===== src/rtl/knn_vote_if.sv =====
// Sorted-array input and vote-result output bundle for knn_vote.
interface knn_vote_if #(
    parameter int unsigned L      = 3,
    parameter int unsigned W      = 16,
    parameter int unsigned TYPE_W = 3,
    parameter int unsigned K      = 5
);
    localparam int unsigned N_ELEM = 1 << L;
    localparam int unsigned VOTE_W = $clog2(K + 1);

    logic                       in_valid;
    logic                       in_ready;
    logic [W*N_ELEM-1:0]        in;
    logic [TYPE_W*N_ELEM-1:0]   in_type;
    logic                       out_valid;
    logic [TYPE_W-1:0]          out_class;
    logic [VOTE_W-1:0]          out_votes;

    modport master (
        output in_valid, in, in_type,
        input  in_ready, out_valid, out_class, out_votes
    );

    modport slave (
        input  in_valid, in, in_type,
        output in_ready, out_valid, out_class, out_votes
    );
endinterface


===== src/rtl/knn_vote.sv =====
// Majority vote over the K nearest entries of a sorted distance/type array.
// Sequential: K tally cycles, N_CLASS argmax cycles, one result cycle.
module knn_vote #(
    parameter int unsigned L      = 3,
    parameter int unsigned W      = 16,
    parameter int unsigned TYPE_W = 3,
    parameter int unsigned K      = 5
) (
    input  logic       clk,
    input  logic       rst,
    knn_vote_if.slave  bus
);
    localparam int unsigned N_ELEM  = 1 << L;
    localparam int unsigned N_CLASS = 1 << TYPE_W;
    localparam int unsigned VOTE_W  = $clog2(K + 1);

    if (K < 1 || K > N_ELEM) begin : g_bad_k
        $error("knn_vote: K must be in 1..N_ELEM");
    end

    typedef enum logic [1:0] {IDLE, COUNT, ARGMAX, DONE} state_t;

    state_t              r_state;
    state_t              w_next_state;
    logic [W-1:0]        r_dist [N_ELEM];
    logic [TYPE_W-1:0]   r_type [N_ELEM];
    logic [VOTE_W-1:0]   r_cnt  [N_CLASS];
    logic [L-1:0]        r_idx;
    logic [TYPE_W-1:0]   r_cls;
    logic [TYPE_W-1:0]   r_best_cls;
    logic [VOTE_W-1:0]   r_best_cnt;
    logic                r_in_ready;
    logic                r_out_valid;
    logic [TYPE_W-1:0]   r_out_class;
    logic [VOTE_W-1:0]   r_out_votes;

    logic                w_accept;
    logic                w_last_idx;
    logic                w_last_cls;
    logic                w_vote;
    logic [TYPE_W-1:0]   w_cur_type;
    logic [TYPE_W-1:0]   w_best_cls;
    logic [VOTE_W-1:0]   w_best_cnt;

    assign bus.in_ready  = r_in_ready;
    assign bus.out_valid = r_out_valid;
    assign bus.out_class = r_out_class;
    assign bus.out_votes = r_out_votes;

    // Next state plus the running argmax including the current class.
    always_comb begin
        w_next_state = r_state;
        w_accept     = bus.in_valid && r_in_ready;
        w_last_idx   = (r_idx == L'(K - 1));
        w_last_cls   = (r_cls == TYPE_W'(N_CLASS - 1));
        w_vote       = (r_dist[r_idx] != '1);
        w_cur_type   = r_type[r_idx];
        w_best_cls   = r_best_cls;
        w_best_cnt   = r_best_cnt;
        if (r_cnt[r_cls] > r_best_cnt) begin
            w_best_cls = r_cls;
            w_best_cnt = r_cnt[r_cls];
        end
        case (r_state)
            IDLE:    if (w_accept)   w_next_state = COUNT;
            COUNT:   if (w_last_idx) w_next_state = ARGMAX;
            ARGMAX:  if (w_last_cls) w_next_state = DONE;
            DONE:    w_next_state = IDLE;
            default: w_next_state = IDLE;
        endcase
    end

    always_ff @(posedge clk or negedge rst) begin
        if (!rst) r_state <= IDLE;
        else      r_state <= w_next_state;
    end

    // Datapath: capture, tally, argmax scan and registered result.
    always_ff @(posedge clk or negedge rst) begin
        if (!rst) begin
            for (int unsigned i = 0; i < N_ELEM; i++) begin
                r_dist[L'(i)] <= '0;
                r_type[L'(i)] <= '0;
            end
            for (int unsigned c = 0; c < N_CLASS; c++) begin
                r_cnt[TYPE_W'(c)] <= '0;
            end
            r_idx       <= '0;
            r_cls       <= '0;
            r_best_cls  <= '0;
            r_best_cnt  <= '0;
            r_in_ready  <= 1'b1;
            r_out_valid <= 1'b0;
            r_out_class <= '0;
            r_out_votes <= '0;
        end else begin
            r_in_ready  <= (w_next_state == IDLE);
            r_out_valid <= (w_next_state == DONE);
            case (r_state)
                IDLE: begin
                    if (w_accept) begin
                        for (int unsigned i = 0; i < N_ELEM; i++) begin
                            r_dist[L'(i)] <= bus.in[i*W +: W];
                            r_type[L'(i)] <= bus.in_type[i*TYPE_W +: TYPE_W];
                        end
                        for (int unsigned c = 0; c < N_CLASS; c++) begin
                            r_cnt[TYPE_W'(c)] <= '0;
                        end
                        r_idx <= '0;
                    end
                end
                COUNT: begin
                    // All-ones distance is padding and casts no vote.
                    if (w_vote) begin
                        r_cnt[w_cur_type] <= r_cnt[w_cur_type] + VOTE_W'(1);
                    end
                    r_idx <= r_idx + L'(1);
                    if (w_last_idx) begin
                        r_cls      <= '0;
                        r_best_cls <= '0;
                        r_best_cnt <= '0;
                    end
                end
                ARGMAX: begin
                    r_best_cls <= w_best_cls;
                    r_best_cnt <= w_best_cnt;
                    r_cls      <= r_cls + TYPE_W'(1);
                    if (w_last_cls) begin
                        r_out_class <= w_best_cls;
                        r_out_votes <= w_best_cnt;
                    end
                end
                DONE: begin
                end
                default: begin
                end
            endcase
        end
    end
endmodule


===== src/flat_wrapper.sv =====
// flat-port wrapper written by rule: the top's interface ports become plain ports
module knn_vote_flat 
#(
    parameter int unsigned L      = 3,
    parameter int unsigned W      = 16,
    parameter int unsigned TYPE_W = 3,
    parameter int unsigned K      = 5
)
  (clk, rst, bus_in_valid, bus_in, bus_in_type, bus_in_ready, bus_out_valid, bus_out_class, bus_out_votes);
  knn_vote_if #(.L(L), .W(W), .TYPE_W(TYPE_W), .K(K)) bus_i ();
  input  logic clk;
  input  logic rst;
  input wire logic [$bits(bus_i.in_valid)-1:0] bus_in_valid;
  input wire logic [$bits(bus_i.in)-1:0] bus_in;
  input wire logic [$bits(bus_i.in_type)-1:0] bus_in_type;
  output wire logic [$bits(bus_i.in_ready)-1:0] bus_in_ready;
  output wire logic [$bits(bus_i.out_valid)-1:0] bus_out_valid;
  output wire logic [$bits(bus_i.out_class)-1:0] bus_out_class;
  output wire logic [$bits(bus_i.out_votes)-1:0] bus_out_votes;
  assign bus_i.in_valid = bus_in_valid;
  assign bus_i.in = bus_in;
  assign bus_i.in_type = bus_in_type;
  assign bus_in_ready = bus_i.in_ready;
  assign bus_out_valid = bus_i.out_valid;
  assign bus_out_class = bus_i.out_class;
  assign bus_out_votes = bus_i.out_votes;
  knn_vote #(.L(L), .W(W), .TYPE_W(TYPE_W), .K(K)) u_core (.clk(clk), .rst(rst), .bus(bus_i));
endmodule

===== config.mk =====
export PLATFORM = sky130hd
export DESIGN_NAME = knn_vote_flat
export DESIGN_NICKNAME = d
export VERILOG_FILES = /design/src/rtl/knn_vote_if.sv /design/src/rtl/knn_vote.sv /design/src/flat_wrapper.sv
export SDC_FILE = /design/constraint.sdc
export NUM_CORES = 1
export LEC_CHECK = 0
export CAP_MARGIN = 10
export CELL_PAD_IN_SITES_DETAIL_PLACEMENT = 0
export CELL_PAD_IN_SITES_GLOBAL_PLACEMENT = 2
export CORE_UTILIZATION = 37
export CTS_BUF_LIST = sky130_fd_sc_hd__clkbuf_8
export CTS_CLUSTER_DIAMETER = 200
export DETAILED_ROUTE_END_ITERATION = 8
export PLACE_DENSITY_LB_ADDON = 0.1
export SLEW_MARGIN = 20
export SYNTH_ARGS = -nofsm -noshare
export SYNTH_HDL_FRONTEND = slang
export SYNTH_SLANG_ARGS = --single-unit

===== constraint.sdc =====
create_clock -name clk -period 4.4 [get_ports clk]
set_input_delay 0.44 -clock clk [delete_from_list [all_inputs] [get_ports clk]]
set_output_delay 0.44 -clock clk [all_outputs]
set_load 0.01 [all_outputs]

==> images/registers.png <==
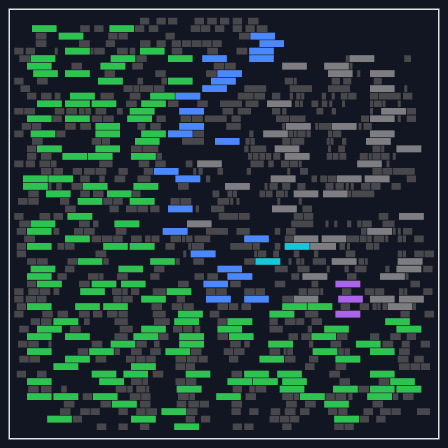
Key: u_core.r_best_cls = purple [flops 3]; u_core.r_dist = green [flops 128, where spread over the die]; u_core.r_state = cyan [flops 2]; u_core.r_type = blue [flops 24]
fraction of area in registers: 45.1%
P_seq: 0.00318 W
post-layout util: 48.3%
Reg area: 0.00496 sq mm

==> images/final_clocks.png <==
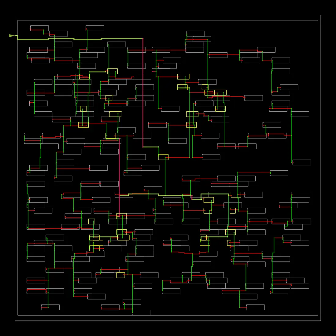
Clock Sinks: 198
clock distribution power: 0.00117 W
Layout Skew: 0.0211 ns

==> images/wire_density.png <==
31 x 31 tiles, from dark blue (low) to red (high), scaled to the fullest tile. Values are wire area over tile area, all layers added.
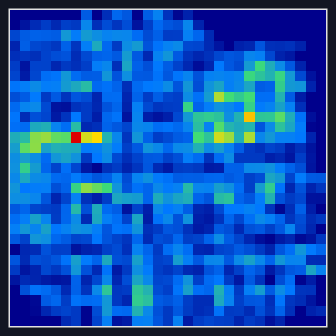
The fullest tile reaches 0.71. 10% of the tiles are nearly empty. The densest ninth of the die: left middle.
Total Wirelength: 20,500 microns
Avg WL per Cell: 18.4 microns
GRT Overall Usage: 18.3%
DR vias: 5,740

==> run notes <==
run results: outcome finished clean, GRT Max-Usage Layer met2, Comb pwr share 41.0%, post-route ant nets 0, clock slew at reported path FFs between 0.1 and 0.15 ns, cell family with most CP delay multiplexers, slowest cell on the critical path dfrtp_1, floorplan-stage core utilization 38.0%, first-pass iteration count of the detailed router 4, Logic power comb 0.00302 W, tool warnings 30, Row Count 55, Post-Syn Area per Cell 13.6 sq um, Fin. Hold Viols 0, Top Consumer registers, most frequent cell after synthesis dfrtp_1, number of port buffers about 160, Hold WS 0.0670 ns, Worst Path Buf+Inv 0, Hold-fix buffers, CTS 0, Syn-to-layout area delta 27.0%, io pins 163, Top non-seq family multiplexers, clock network power share 15.8%, final instance area about 0.011 sq mm, Final nets 951, Leak Pwr approximately 4.4 nW, Sw Ratio 37.0%, synth warn 0, P per Cell Area approximately 670 mW/mm^2, root buffer cell clkbuf_8, Distinct cells, synth 43, CP Data Required Time 4.71 ns, placer congestion estimate 0.836, yosys stat area 0.00866 sq mm, Relative slew margins a little over a third, Seq pwr share 43.2%, Vias/cell 5.15, final setup violation count 0, core area 0.0228 sq mm, Synth Area in Adders under 10%, Worst Tran Pin Value 0.954 ns, number of global-route vias before repair 6,143, Crit path arrival time 3.68 ns, final setup margin around 1.0 ns, share of layout cells above drive strength 1 between 20% and 30%, Mapped Area 0.00866 sq mm, Synthesized Nets around 800, DP Worst Slack between 0.9 and 1 ns, met2 WL post-DR 10,100 microns, die area 0.0240 sq mm, top cells by count dfrtp_1, mux2_2, inv_1, nand2_1, initial antenna violation count 4, DP Area 0.0106 sq mm, critical path, cell by cell mux4_2 > mux2i_1 > o21ai_0 > a211oi_1 > o22ai_1 > ha_1 > xnor2_1 > o32ai_1, setup bufs post-CTS 0, area fraction in compound gates under 10%, met2 Use GR between 20% and 30%, post-synthesis mux area share between 20% and 30%, Most common reg cell dfrtp_1, CP max FO 15, Latency at later pin 0.46 ns, cycle use final 76.5%, Post-synth EDFFs 0, Sw Pwr 0.00272 W, min-delay worst type in -> async, top sig layer met5, Peak VDD IR 0.293 mV, H-tree levels 4, asr flop ratio synth 100%, Final min period 3.37 ns, number of buffers created by CTS 17, #FFs+latches synth 198, wl on met1 about 8900 microns, clk buf depth 2, startpoint types flop, global-route wire length before repair 33,600 microns, Synth area leader dfrtp_1, Final Non-Filler Cells ~1,100, Post-synth seq share 57.2%, maximum clock rate ~300 MHz, largest net degree at the start of global routing 118, Congestion Overflow GR 0, Top cell area share a little under three fifths, TNS Setup 0 ns, GR Util met1 23.8%, 1st-iter DRT viols 250, Placed Instances ~1,100, Final Max Tran Viols 0, XOR/XNOR share of the synthesized area 0.202%, global routing usage on met3 approximately 5.5%
==> images/cell_classes.png <==
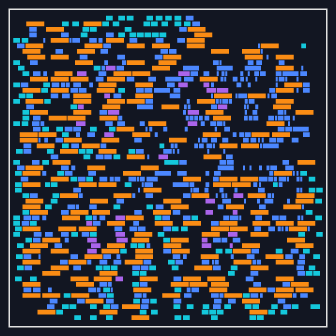
Key: all other logic = blue [cells 404, share of their area 34%]; clock drivers and dummy loads = purple [cells 32, share of their area 3.8%]; other buffers and delay cells = cyan [cells 167, share of their area 16%]; flip-flops = orange [cells 198, share of their area 47%]

==> images/clock_map.png <==
Scale bar: 50 microns.
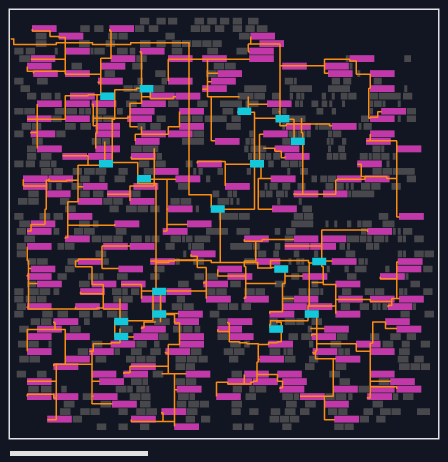
Key: flip-flops = magenta [count 198]; clock wires = orange [length 2,390 microns]; cells driving clock nets = cyan [count 17]
There are 18 routed clock nets.

-- placed cells by master (no fill, tap or decap), types with 4 or more instances in the layout --
cell type and count:
mux4_2 12, nand2_1 30, clkinv_8 5, nor2_1 4, buf_4 4, inv_6 5
nand3_1 9, o21ai_0 16, clkdlybuf4s50_1 161, a31oi_1 10, clkbuf_8 19, o22ai_1 4
ha_1 8, nor3_1 6, o32ai_1 24, a21o_1 6, nor4_1 8, dfrtp_1 197
nand4_1 22, mux2i_1 19, mux2_2 155, inv_1 33
-- final timing paths --
path | to | cells after the start | startpoint | slack (ns)
setup / recovery | u_core.r_cnt[5] | 8 | u_core.r_idx[1] | 1.03
hold / removal | u_core.r_dist[88] | 1 | rst | 0.07
setup reg to reg | u_core.r_cnt[5] | 8 | u_core.r_idx[1] | 1.03
hold reg to reg | u_core.bus.out_class[2] | 2 | u_core.bus.out_class[2] | 0.48
max in group asynchronous | u_core.r_cnt[2] | 2 | rst | 3.04
min in group clk | u_core.bus.out_class[2] | 2 | u_core.bus.out_class[2] | 0.48
-- sequential cells by signal, summed over array words and instances, names as in the netlist --
register / cells
u_core.r_state: 2
u_core.bus.out_votes: 3
u_core.bus.out_valid: 1
u_core.bus.out_class: 3
u_core.r_idx: 3
u_core.r_best_cls: 3
u_core.r_type: 24
u_core.r_dist: 128
u_core.r_best_cnt: 3
u_core.bus.in_ready: 1
u_core.r_cnt: 24
u_core.r_cls: 3
-- area by class of cell --
class / count / area (sq um)
Fill cell: 2026 / 11800
Sequential cell: 198 / 4960
Multi-Input combinational cell: 371 / 3440
Timing Repair Buffer: 167 / 1680
Tap cell: 313 / 392
Clock buffer: 18 / 248
Clock inverter: 14 / 160
Inverter: 33 / 124
Antenna cell: 1 / 2.50
Power and IR drop assume default switching activity.
